### Placement view, run 1

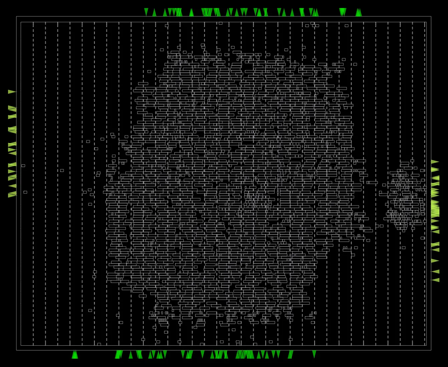
### Cells colored by class, run 1

Fill, decap, tap and diode cells in gray.
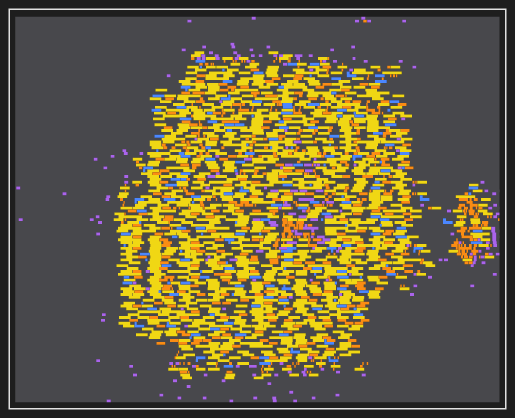
### Layout detail, run 1

Bar = 20 um. Window x 92 to 142, y 69 to 119 um. Cells in gray, sequential cells in the stronger gray; small squares are vias.
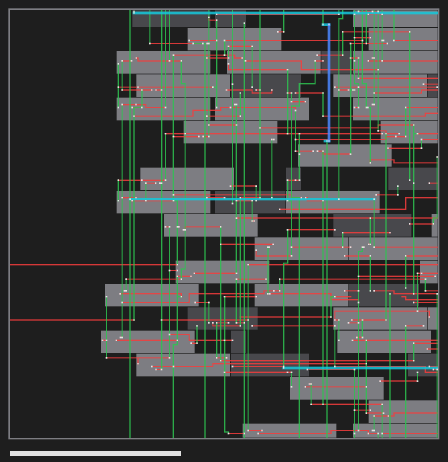
$ cat config.mk
export PLATFORM = sky130hd
export DESIGN_NAME = spi_write_queue_flat
export DESIGN_NICKNAME = d
export VERILOG_FILES = /design/src/rtl/spi_write_queue_if.sv /design/src/rtl/spi_write_queue.sv /design/src/flat_wrapper.sv
export SDC_FILE = /design/constraint.sdc
export NUM_CORES = 1
export LEC_CHECK = 0
export ABC_CLOCK_PERIOD_IN_PS = 4180
export CAP_MARGIN = 5
export CORE_ASPECT_RATIO = 0.8
export CORE_MARGIN = 5
export CORE_UTILIZATION = 25
export CTS_CLUSTER_SIZE = 25
export DETAILED_ROUTE_END_ITERATION = 6
export GPL_ROUTABILITY_DRIVEN = 0
export REMOVE_ABC_BUFFERS = 1
export SYNTH_ARGS = -nofsm -noshare
export SYNTH_HDL_FRONTEND = slang
export SYNTH_SLANG_ARGS = --single-unit
$ cat constraint.sdc
create_clock -name clk -period 4.18 [get_ports clk]
set_clock_uncertainty 0.05 [all_clocks]
set_input_delay 0.418 -clock clk [delete_from_list [all_inputs] [get_ports clk]]
set_output_delay 0.418 -clock clk [all_outputs]
set_load 0.05 [all_outputs]
$ cat src/rtl/spi_write_queue_if.sv
// Request port of the SPI write queue: one register write per valid/ready beat.
interface spi_write_queue_if #(
  parameter int DATA_W = 54
);
  logic              wr_valid;
  logic              wr_ready;
  logic              wr_target;
  logic [7:0]        wr_depth;
  logic [DATA_W-1:0] wr_data;

  // Command processor side
  modport master (
    output wr_valid, wr_target, wr_depth, wr_data,
    input  wr_ready
  );

  // Queue side
  modport slave (
    input  wr_valid, wr_target, wr_depth, wr_data,
    output wr_ready
  );
endinterface

$ cat src/rtl/spi_write_queue.sv
// SPI write queue: buffers register writes for the two PLL SPI masters and
// issues them one at a time, each through a full start/ready handshake
// followed by a fixed idle gap.
module spi_write_queue #(
  parameter int   DATA_W      = 54,
  parameter int   ADDR_W      = 4,
  parameter logic SPI_DIR     = 1'b1,
  parameter int   ACK_TIMEOUT = 16,
  parameter int   GAP_CYCLES  = 4
) (
  input  logic                clk,
  input  logic                rst,
  spi_write_queue_if.slave    wr,
  input  logic [1:0]          spi_ready,
  output logic [1:0]          spi_start,
  output logic                spi_dir,
  output logic [7:0]          spi_data_depth,
  output logic [DATA_W-1:0]   spi_data_tx,
  output logic [ADDR_W:0]     level,
  output logic                busy,
  output logic                done,
  output logic                err_depth,
  output logic                err_timeout,
  input  logic                clr_err
);

  localparam int DEPTH   = 2**ADDR_W;
  localparam int ENTRY_W = 1 + 8 + DATA_W;
  localparam int TO_W    = $clog2(ACK_TIMEOUT + 1);
  localparam int GAP_W   = $clog2(GAP_CYCLES + 1);

  localparam logic [ADDR_W:0]   LVL_ONE  = (ADDR_W+1)'(1);
  localparam logic [ADDR_W:0]   LVL_FULL = (ADDR_W+1)'(DEPTH);
  localparam logic [ADDR_W-1:0] PTR_ONE  = ADDR_W'(1);
  localparam logic [TO_W-1:0]   TO_LAST  = TO_W'(ACK_TIMEOUT - 1);
  localparam logic [GAP_W-1:0]  GAP_LAST = GAP_W'(GAP_CYCLES - 1);

  typedef enum logic [2:0] {
    IDLE,
    START,
    WAIT_ACK,
    WAIT_DONE,
    GAP
  } state_t;

  // Entry layout: {target, depth, data}
  logic [ENTRY_W-1:0] mem [DEPTH];

  logic [ADDR_W-1:0] wr_ptr_reg;
  logic [ADDR_W-1:0] rd_ptr_reg;
  logic [ADDR_W:0]   level_reg;
  logic [ADDR_W:0]   level_next;
  logic              wr_ready_reg;

  state_t            state_reg;
  logic              tgt_reg;
  logic [7:0]        depth_reg;
  logic [DATA_W-1:0] data_reg;
  logic [1:0]        spi_start_reg;
  logic              done_reg;
  logic              busy_reg;
  logic [TO_W-1:0]   to_cnt_reg;
  logic [GAP_W-1:0]  gap_cnt_reg;
  logic              err_depth_reg;
  logic              err_timeout_reg;

  logic wr_fire;
  logic depth_ok;
  logic push;
  logic bad_req;
  logic pop;
  logic timeout_evt;
  logic gap_done;
  logic fsm_to_idle;

  // Request qualification, FIFO occupancy update and FSM next-idle decode
  always_comb begin
    wr_fire     = wr.wr_valid && wr_ready_reg;
    depth_ok    = (wr.wr_depth != 8'd0) && (wr.wr_depth <= 8'(DATA_W));
    push        = wr_fire && depth_ok;
    bad_req     = wr_fire && !depth_ok;
    pop         = (state_reg == IDLE) && (level_reg != '0);
    timeout_evt = (state_reg == WAIT_ACK) && spi_ready[tgt_reg] && (to_cnt_reg == TO_LAST);
    gap_done    = (gap_cnt_reg == GAP_LAST);
    fsm_to_idle = ((state_reg == IDLE) && !pop) || ((state_reg == GAP) && gap_done);

    level_next = level_reg;
    if (push && !pop) begin
      level_next = level_reg + LVL_ONE;
    end else if (pop && !push) begin
      level_next = level_reg - LVL_ONE;
    end
  end

  // FIFO pointers, occupancy and registered ready (ready reflects the
  // post-update level, so a pop never frees a slot in the same cycle)
  always_ff @(posedge clk or posedge rst) begin
    if (rst) begin
      wr_ptr_reg   <= '0;
      rd_ptr_reg   <= '0;
      level_reg    <= '0;
      wr_ready_reg <= 1'b1;
    end else begin
      if (push) begin
        wr_ptr_reg <= wr_ptr_reg + PTR_ONE;
      end
      if (pop) begin
        rd_ptr_reg <= rd_ptr_reg + PTR_ONE;
      end
      level_reg    <= level_next;
      wr_ready_reg <= (level_next != LVL_FULL);
    end
  end

  // Queue storage; no reset so it maps onto block RAM
  always_ff @(posedge clk) begin
    if (push) begin
      mem[wr_ptr_reg] <= {wr.wr_target, wr.wr_depth, wr.wr_data};
    end
  end

  // Transfer sequencer: pop, start pulse, wait for ack, wait for idle, gap
  always_ff @(posedge clk or posedge rst) begin
    if (rst) begin
      state_reg     <= IDLE;
      tgt_reg       <= 1'b0;
      depth_reg     <= '0;
      data_reg      <= '0;
      spi_start_reg <= 2'b00;
      done_reg      <= 1'b0;
      busy_reg      <= 1'b0;
      to_cnt_reg    <= '0;
      gap_cnt_reg   <= '0;
    end else begin
      spi_start_reg <= 2'b00;
      done_reg      <= 1'b0;
      busy_reg      <= !fsm_to_idle || (level_next != '0);
      case (state_reg)
        IDLE: begin
          if (pop) begin
            {tgt_reg, depth_reg, data_reg} <= mem[rd_ptr_reg];
            state_reg <= START;
          end
        end
        START: begin
          spi_start_reg[tgt_reg] <= 1'b1;
          to_cnt_reg             <= '0;
          state_reg              <= WAIT_ACK;
        end
        WAIT_ACK: begin
          if (!spi_ready[tgt_reg]) begin
            state_reg <= WAIT_DONE;
          end else if (timeout_evt) begin
            done_reg    <= 1'b1;
            gap_cnt_reg <= '0;
            state_reg   <= GAP;
          end else begin
            to_cnt_reg <= to_cnt_reg + TO_W'(1);
          end
        end
        WAIT_DONE: begin
          if (spi_ready[tgt_reg]) begin
            done_reg    <= 1'b1;
            gap_cnt_reg <= '0;
            state_reg   <= GAP;
          end
        end
        GAP: begin
          if (gap_done) begin
            state_reg <= IDLE;
          end else begin
            gap_cnt_reg <= gap_cnt_reg + GAP_W'(1);
          end
        end
        default: begin
          state_reg <= IDLE;
        end
      endcase
    end
  end

  // Sticky error flags; a new error event overrides a simultaneous clear
  always_ff @(posedge clk or posedge rst) begin
    if (rst) begin
      err_depth_reg   <= 1'b0;
      err_timeout_reg <= 1'b0;
    end else begin
      if (bad_req) begin
        err_depth_reg <= 1'b1;
      end else if (clr_err) begin
        err_depth_reg <= 1'b0;
      end
      if (timeout_evt) begin
        err_timeout_reg <= 1'b1;
      end else if (clr_err) begin
        err_timeout_reg <= 1'b0;
      end
    end
  end

  assign wr.wr_ready     = wr_ready_reg;
  assign spi_start       = spi_start_reg;
  assign spi_dir         = SPI_DIR;
  assign spi_data_depth  = depth_reg;
  assign spi_data_tx     = data_reg;
  assign level           = level_reg;
  assign busy            = busy_reg;
  assign done            = done_reg;
  assign err_depth       = err_depth_reg;
  assign err_timeout     = err_timeout_reg;

endmodule
$ cat src/flat_wrapper.sv
// flat-port wrapper written by rule: the top's interface ports become plain ports
module spi_write_queue_flat 
#(
  parameter int   DATA_W      = 54,
  parameter int   ADDR_W      = 4,
  parameter logic SPI_DIR     = 1'b1,
  parameter int   ACK_TIMEOUT = 16,
  parameter int   GAP_CYCLES  = 4
)
  (clk, rst, spi_ready, spi_start, spi_dir, spi_data_depth, spi_data_tx, level, busy, done, err_depth, err_timeout, clr_err, wr_wr_valid, wr_wr_target, wr_wr_depth, wr_wr_data, wr_wr_ready);
  spi_write_queue_if #(.DATA_W(DATA_W)) wr_i ();
  input  logic clk;
  input  logic rst;
  input  logic [1:0] spi_ready;
  output logic [1:0] spi_start;
  output logic spi_dir;
  output logic [7:0] spi_data_depth;
  output logic [DATA_W-1:0] spi_data_tx;
  output logic [ADDR_W:0] level;
  output logic busy;
  output logic done;
  output logic err_depth;
  output logic err_timeout;
  input  logic clr_err;
  input wire logic [$bits(wr_i.wr_valid)-1:0] wr_wr_valid;
  input wire logic [$bits(wr_i.wr_target)-1:0] wr_wr_target;
  input wire logic [$bits(wr_i.wr_depth)-1:0] wr_wr_depth;
  input wire logic [$bits(wr_i.wr_data)-1:0] wr_wr_data;
  output wire logic [$bits(wr_i.wr_ready)-1:0] wr_wr_ready;
  assign wr_i.wr_valid = wr_wr_valid;
  assign wr_i.wr_target = wr_wr_target;
  assign wr_i.wr_depth = wr_wr_depth;
  assign wr_i.wr_data = wr_wr_data;
  assign wr_wr_ready = wr_i.wr_ready;
  spi_write_queue #(.DATA_W(DATA_W), .ADDR_W(ADDR_W), .SPI_DIR(SPI_DIR), .ACK_TIMEOUT(ACK_TIMEOUT), .GAP_CYCLES(GAP_CYCLES)) u_core (.clk(clk), .rst(rst), .wr(wr_i), .spi_ready(spi_ready), .spi_start(spi_start), .spi_dir(spi_dir), .spi_data_depth(spi_data_depth), .spi_data_tx(spi_data_tx), .level(level), .busy(busy), .done(done), .err_depth(err_depth), .err_timeout(err_timeout), .clr_err(clr_err));
endmodule
==> impl_metrics.toml, run 1 <==
# physical design summary
[pwr]
power.switching_fraction = 0.3179
largestPowerGroup = "registers"
power.density_cell_area_nw_per_um2 = 651.1
powerClk_mw = 9.72
fraction_of_power_consumed_by_the_clock_network = 0.297
p_int_mw = 22.32
pg_seq_mw = 13.4
static-leakage-power_nw = 15.99

[flow_run]
maxCapViolCount = 0
tool_warnings = 30

[critical_path]
r2r_start = "u_core.wr.wr_ready"
critPathLaunch = "wr_wr_depth[2]"
critical_path.startpoint_type = "input port"
crit_fanout = 29
critical_path_depth = 7
worst-r2r-setup-slack_ps = 1220
crit_arrival_ps = 3400
critical_path.cell_chain = "clkdlybuf4s50_1, nor4_1, buf_2, a2111o_1, nor4_1, and2_4, buf_12"
critical_path_required_ps = 4510
setup.worst_path.end_class = "flip-flop"

[sta]
timing.final.crit_period_ps = 3062
minimum_setup_slack_in_the_final_design_ps = 1118
timing.max_slew.rel_slack = 0.3417
finalCritPeriodShare = 0.7326
slew_viols_final = 0
fmax_ghz = 0.3265
grt_setup_unrepaired = "false"
final.setup.tns_ps = 0
count_of_final_hold_check_violations = 0

[cells_and_area]
layout.nonclk_buf_frac = 0.04701
comb_area_frac = 0.1745
non_clock_buffer_count = 216
number_of_flip_flops_in_the_largest_register = 1008
inv_count = 13
final_core_utilization = 0.3012
layout_top_cells = "1008 x edfxtp_1, 257 x mux4_2, 177 x nand2_1"
design.final.nets = 2249
final.clkbuf_count = 141
final_design_area_no_fill_um2 = 50250
fraction_of_area_in_registers = 0.6494
layout.clock.cell_area_share = 0.07178
antenna_cells = 6
dominant_kind_of_cell = "flip-flops and latches"
mostFrequentLayoutCell = "edfxtp_1"
fraction_of_final_layout_cells_with_drive_strength_greater_than_1 = 0.2374
final-comb-area_um2 = 8770
n_multi_input_combinational_cell = 728
top_register = "u_core.mem"

[clocking]
worst_skew_pair.late_latency_ps = 720
post_cts_sizing_count = 0
cts.sink_count = 1102
ctsHoldBuffers = 0
clk_root_buffer_cell = "clkbuf_16"
post-cts-setup-buffers = 0
numCtsBuffers = 107

[detailed_routing]
top_metal_layer_carrying_routed_signals = "met5"
routed-wl-met3_mm = 6.606
drc_errors = 0
routedLengthMet1_mm = 43.16
count_of_vias_placed_by_the_detailed_router = 19670
met2_routed_length_mm = 48.42
ant_nets = 0
vias_per_cell = 4.358

[floorplan]
n_tap_cell = 2244
design.portCount = 144
dieArea_um2 = 176100
floorplan.core_util = 0.2514
die_w_um = 467.9
core_um2 = 166800

[global_route]
groute.layer.met1.usage = 0.1537
grt.overflow.total = 0
largest_net_degree_at_the_start_of_global_routing = 75
gr-max-usage-layer = "met2"
grt_pass1_wl_mm = 146.2
grt.met2_usage = 0.1817
global_route.usage.met3 = 0.02394
first_global_vias = 20370
global_route.usage.total = 0.1119

[logic_synthesis]
asyncSetResetFlopFracSynth = 0.08530
synthFlopType = "edfxtp_1"
synth_dominant_cell_count = "edfxtp_1"
postSynthCellCount = 1948
yosys-top-cells-count = "1008 x edfxtp_1, 257 x mux4_2, 177 x nand2_1"
ys_area_um2 = 41940
top_logic_kind = "multiplexers"
number_of_synthesized_flops_with_an_enable_pin = 1008
synth-seq-cells = 1102
synth-warning-count = 0
synth.mux.area_fraction = 0.1536
synth_cell_types = 49
yosysSeqAreaShare = 0.7779
synthAoiAreaFrac = 0.02279

[placement]
place.detailed.instances = 4303
io_buffers = 142
placement.cell_area_um2 = 46630
dp_worst_setup_slack_ps = 352.7

[run_status]
status = "finished, final reports clean"

[hold_path]
timing.hold.worst.class = "in2async"
## Picture notes: 'Placement view'
floorplan row count: 134
final-layout fill cell count: 16050
flop count: 1102
fin cells: 4512

## Picture notes: 'Cells colored by class'
- clock drivers and dummy loads: blue (cells 203; share of their area 7.6%)
- flops: yellow (cells 1102; share of their area 69%)
- other buffers and delay cells: purple (cells 216; share of their area 5.0%)
- combinational and other logic: orange (cells 741; share of their area 19%)

## Picture notes: 'Layout detail'
- metal 2: green
- metal 4: blue
- metal 3: cyan
- metal 1: red
- sequential cells in the window: 31
- netlist names of flops here include: u_core.mem (31)
- most frequent: edfxtp_1 (31), mux4_2 (5), clkbuf_16 (3)
- cells with their middle in the window: 44

==> inputs of run 2 (changes only) <==
- ABC_CLOCK_PERIOD_IN_PS: 4180 -> 2500
- clock period: 4.18 -> 2.5 ns (I/O delays scaled with it)
==> run 2 against run 1 <==
Against the previous run:
- first-iteration DRC count up 24%
- hold slack better by 68 ps
- die size unchanged
- area after synthesis unchanged
- global-route usage up 0.61 points
- critical path type is now reg2reg
- non-clock buffer count up 110
- largest power group unchanged
==> impl_metrics.toml, run 2 <==
# physical design summary
[cells_and_area]
antenna_cells = 6
fraction_of_final_layout_cells_with_drive_strength_greater_than_1 = 0.2753
dominant_kind_of_cell = "flip-flops and latches"
area.sequential_um2 = 32630
final.clkbuf_count = 151
top_register = "u_core.mem"
fraction_of_area_in_registers = 0.6292
non_clock_buffer_count = 326
comb_area_frac = 0.1703
design.final.nets = 2365
sequential_cell_total = 1102
n_multi_input_combinational_cell = 728
final-comb-area_um2 = 8835
layout.clock.cell_area_share = 0.07244
area_delta_synth_final_pct = 23.68
layout.nonclk_buf_frac = 0.07256
final_design_area_no_fill_um2 = 51870
number_of_flip_flops_in_the_largest_register = 1008
layout_top_cells = "1008 x edfxtp_1, 257 x mux4_2, 177 x nand2_1"
inv_count = 13
instances_no_fill = 4633
mostFrequentLayoutCell = "edfxtp_1"

[clocking]
max-clock-path-buffers = 3
ctsHoldBuffers = 1
worst_skew_pair.late_latency_ps = 720
cts.sink_count = 1102
numCtsBuffers = 113
post_cts_sizing_count = 3
cts.reportedPaths.clkPinSlew_ps = 60
tritoncts = "built"
post-cts-setup-buffers = 7
clk_root_buffer_cell = "clkbuf_16"

[logic_synthesis]
ys_area_um2 = 41940
synth_dominant_cell_count = "edfxtp_1"
synthAoiAreaFrac = 0.02279
top_cells_by_area = "edfxtp_1 72%, mux4_2 14%, dfrtp_1 5.5%"
synth_area_um2 = 41940
synth.mux.area_fraction = 0.1536
asyncSetResetFlopFracSynth = 0.08530
synth_xor_xnor_area_share = 0.002506
top_logic_kind = "multiplexers"
synthesized_area_divided_by_synthesized_cell_count_um2 = 21.53
yosys-top-cells-count = "1008 x edfxtp_1, 257 x mux4_2, 177 x nand2_1"
yosys.area.top_type_share = 0.7218
synth_simple_gate_area_share = 0.02503
yosysSeqAreaShare = 0.7779
number_of_synthesized_flops_with_an_enable_pin = 1008
synth_adder_area_share = 0.003580
synth-seq-cells = 1102
synth_cell_types = 49
yosys-stat-cells = 1948
synth-warning-count = 0
postSynthCellCount = 1948
synthFlopType = "edfxtp_1"

[sta]
hold-worst-slack_ps = 268.7
number_of_failing_setup_endpoints_in_the_final_timing_report = 0
timing.final.crit_period_ps = 2382
minimum_setup_slack_in_the_final_design_ps = 118.1
timing.max_slew.rel_slack = 0.4358
grt_setup_unrepaired = "false"
slew_viols_final = 0
fmax_ghz = 0.4198
final.setup.tns_ps = 0
timing_worst_slew_pin_value_ps = 843.6
finalCritPeriodShare = 0.9528
count_of_final_hold_check_violations = 0

[critical_path]
crit_arrival_ps = 2740
critical_path.slowest_cell = "dfstp_2"
path_delay_family = "simple AND/OR/NAND/NOR gates"
critical_path.max_stage_delay_ps = 520
critPathLaunch = "u_core.wr.wr_ready"
critical_path_required_ps = 2860
critical_path_depth = 7
cp-endpoint = "u_core.mem[3][33]"
critical_path.startpoint_type = "flip-flop"
r2r_cells = 7
r2r_start = "u_core.wr.wr_ready"
critical_path.cell_chain = "nand2_1, a2111o_1, buf_4, nor4_4, and2_4, buf_12, buf_12"
cp_common_cell = "buf_12"
timing.critical_path.buf_inv = 3
crit_fanout = 14
worst-r2r-setup-slack_ps = 120
setup.worst_path.end_class = "flip-flop"

[detailed_routing]
count_of_vias_placed_by_the_detailed_router = 20430
vias_per_cell = 4.410
drt-total-wl_mm = 105.3
routedLengthMet1_mm = 46.89
top_metal_layer_carrying_routed_signals = "met5"
drt_first_iter_violations = 1969
ant_nets = 0
met2_routed_length_mm = 49.32
drt_pass1_iterations = 5
drc_errors = 0
wl_per_cell_um = 22.73
routed-wl-met3_mm = 7.304

[global_route]
grt.met2_usage = 0.1863
largest_net_degree_at_the_start_of_global_routing = 90
first_global_vias = 20950
groute.layer.met1.usage = 0.1660
grt.overflow.total = 0
gr-max-usage-layer = "met2"
number_of_antenna_violations_at_the_first_check_in_global_routing = 13
grt_pass1_wl_mm = 153.0
global_route.usage.met3 = 0.02941
global_route.usage.total = 0.1181

[pwr]
maximum_vdd_ir_drop_v = 0.0007040
pg_comb_mw = 18.5
power.switching_fraction = 0.3194
pg_seq_mw = 21.8
powerClk_mw = 16.9
p_seq_frac = 0.382
power.total_mw = 57.23
largestPowerGroup = "registers"
fraction_of_power_consumed_by_the_clock_network = 0.295
power.share.combinational = 0.323
p_int_mw = 38.95
power.density_cell_area_nw_per_um2 = 1103
static-leakage-power_nw = 16.76

[placement]
placement.cell_area_um2 = 47910
io_buffers = 142
place.detailed.instances = 4405
dp_worst_setup_slack_ps = -928.1
dp_hpwl_mm = 67.65

[floorplan]
floorplan.core_util = 0.2514
design.portCount = 144
n_tap_cell = 2244
dieArea_um2 = 176100
floorplan_row_count = 134
die_height_um = 376.3
die_w_um = 467.9

[flow_run]
tool_warnings = 30
maxCapViolCount = 0

[hold_path]
hold_path_end = "u_core.err_timeout"
worst_hold_startpoint = "clr_err"
timing.hold.worst_path_depth = 2
timing.hold.worst.class = "in2reg"

[run_status]
status = "finished, final reports clean"
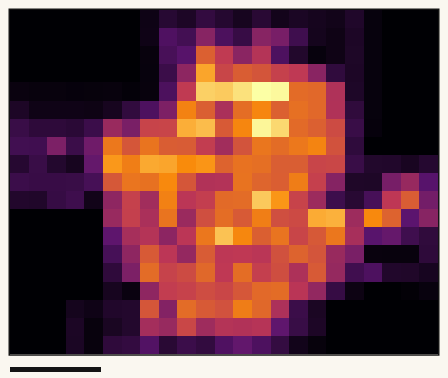
*Signal metal coverage by tile, run 2*
Bar = 100 um. The die is cut into 23 by 19 equal tiles; black is low, pale yellow is high, scaled to the fullest tile. Values are wire area over tile area, all layers added.
- nearly empty tiles: 26%
- tiles over half the peak: 29%
- densest ninth of the die: middle
- fullest tile: 0.34
- emptiest ninth of the die: top left

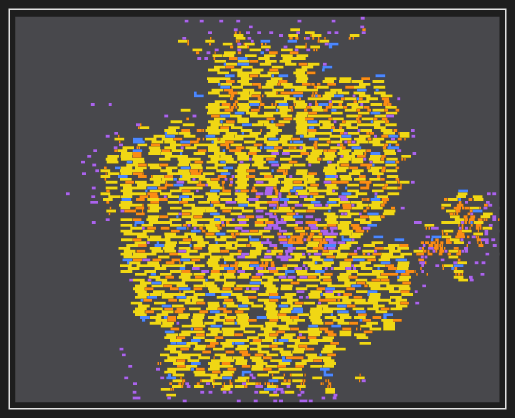
*Cells colored by class, run 2*
Fill, decap, tap and diode cells in gray.
- other buffers and delay cells: purple (cells 326; share of their area 7.7%)
- combinational and other logic: orange (cells 741; share of their area 18%)
- flops: yellow (cells 1102; share of their area 67%)
- clock drivers and dummy loads: blue (cells 214; share of their area 7.7%)

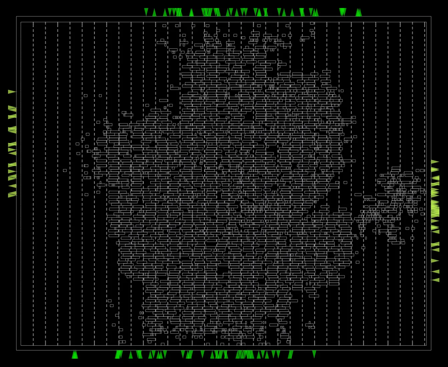
*Placement view, run 2*
area inside the core boundary: 166800 um^2
post-route core utilization: 0.3109
final-layout fill cell count: 15850

==> inputs of run 3 (changes only) <==
- ABC_AREA: unset -> 1
- CORE_MARGIN: 5 -> 2
==> run 3 against run 2 <==
Against the previous run:
- combinational power grew about 10%
- core utilization is 0.48 points lower
- die size is 0.22% lower
- routed wire length rose by 14%
- clock power hardly changed
- highest routed layer is now met4
- via count rose by 31%
- flip-flop count stayed put
- fmax is essentially flat
==> impl_metrics.toml, run 3 <==
# physical design summary
[run_status]
status = "finished, final reports clean"

[floorplan]
die_w_um = 468.2
design.portCount = 144
dieArea_um2 = 175700
n_tap_cell = 2277
core_um2 = 171500

[cells_and_area]
comb_area_frac = 0.1763
mostFrequentLayoutCell = "edfxtp_1"
inv_count = 57
top_register = "u_core.mem"
dominant_kind_of_cell = "flip-flops and latches"
layout.clock.cell_area_share = 0.07004
layout.nonclk_buf_frac = 0.07302
n_multi_input_combinational_cell = 1767
antenna_cells = 5

[detailed_routing]
top_metal_layer_carrying_routed_signals = "met4"
ant_nets = 0
drt_first_iter_violations = 2899
routed-wl-met3_mm = 7.235
drc_errors = 0
drt-total-wl_mm = 120.5
count_of_vias_placed_by_the_detailed_router = 26790
drt_pass1_iterations = 5
wl_per_cell_um = 21.08
vias_per_cell = 4.685
routedLengthMet1_mm = 52.81

[global_route]
global_route.usage.total = 0.1335
grt.overflow.total = 0
groute.layer.met1.usage = 0.1868
gr-max-usage-layer = "met2"
grt.met2_usage = 0.2163

[hold_path]
timing.hold.worst_path_depth = 3
timing.hold.worst.class = "in2reg"
hold_path_end = "u_core.err_depth"

[clocking]
worst_skew_pair.late_latency_ps = 740
post-cts-setup-buffers = 0
clk_root_buffer_cell = "clkbuf_16"
max-clock-path-buffers = 3
numCtsBuffers = 102
tritoncts = "built"
cts.reportedPaths.clkPinSlew_ps = 60
cts.sink_count = 1102

[critical_path]
cp-endpoint = "level[3]"
critical_path.max_stage_delay_ps = 870
critical_path.slowest_cell = "clkdlybuf4s50_1"
critical_path_required_ps = 2200
crit_fanout = 6
worst-r2r-setup-slack_ps = 300
r2r_start = "u_core.rd_ptr_reg[0]"
critical_path.startpoint_type = "flip-flop"
setup.worst_path.end_class = "primary output"

[pwr]
pg_seq_mw = 22.1
powerClk_mw = 17.0
largestPowerGroup = "registers"
power.density_cell_area_nw_per_um2 = 1134
power.share.combinational = 0.343
power.switching_fraction = 0.3711
pg_comb_mw = 20.4
p_seq_frac = 0.370
p_int_mw = 37.44

[logic_synthesis]
ys_area_um2 = 43090
top_logic_kind = "AND-OR/OR-AND gates"
yosysSeqAreaShare = 0.7571
synth-seq-cells = 1102
synth-warning-count = 0
synthesized_area_divided_by_synthesized_cell_count_um2 = 13.74
synth_adder_area_share = 0.003485
synth_cell_types = 39
yosys-stat-cells = 3136
synth.mux.area_fraction = 0.01347
top_cells_by_area = "edfxtp_1 70%, dfrtp_1 5.4%, o21ai_0 4.6%"
number_of_synthesized_flops_with_an_enable_pin = 1008
synth_simple_gate_area_share = 0.07376

[placement]
place.detailed.instances = 5520
dp_hpwl_mm = 74.94

[sta]
slew_viols_final = 0
timing_worst_slew_pin_value_ps = 870.9
minimum_setup_slack_in_the_final_design_ps = 116.3
final.setup.tns_ps = 0
fmax_ghz = 0.4195
timing.final.crit_period_ps = 2384
count_of_final_hold_check_violations = 0
timing.max_slew.rel_slack = 0.4176

[flow_run]
maxCapViolCount = 0
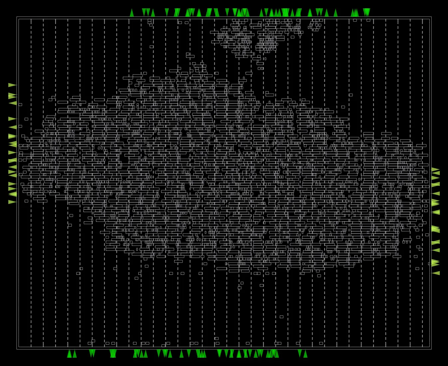
*Placement view, run 3*
fin cells: 5718
fraction of area in registers: 0.6215
floorplan row count: 136
final-layout fill cell count: 16940

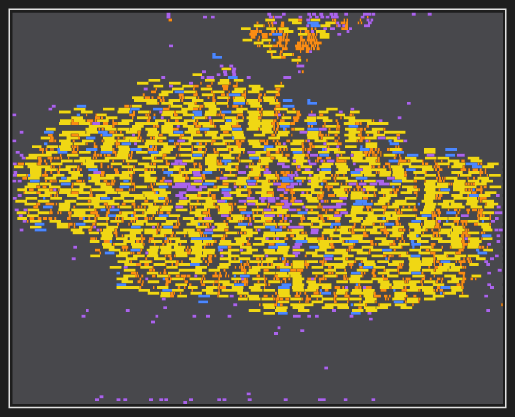
*Cells colored by class, run 3*
Fill, decap, tap and diode cells in gray.
- flops: yellow (cells 1102; share of their area 66%)
- clock drivers and dummy loads: blue (cells 192; share of their area 7.4%)
- other buffers and delay cells: purple (cells 318; share of their area 7.7%)
- combinational and other logic: orange (cells 1824; share of their area 19%)

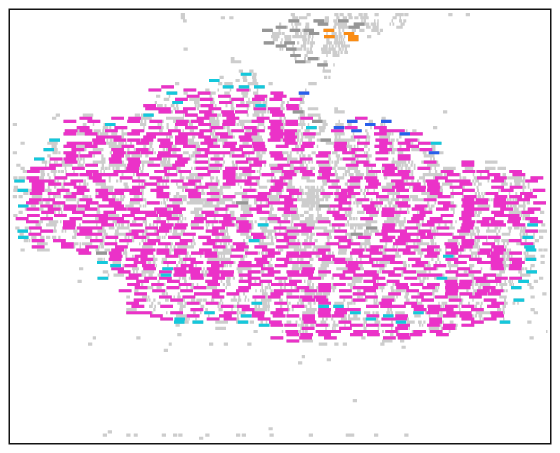
*Where the registers sit, run 3*
Other sequential cells in the stronger gray, the rest of the logic in the fainter gray.
- u_core.spi_data_tx: cyan (flops 54)
- u_core.spi_data_depth: blue (flops 8)
- u_core.level: orange (flops 5)
- u_core.mem: magenta (flops 1008)

Power figures rest on the tool's default switching activity, not on a simulated workload.
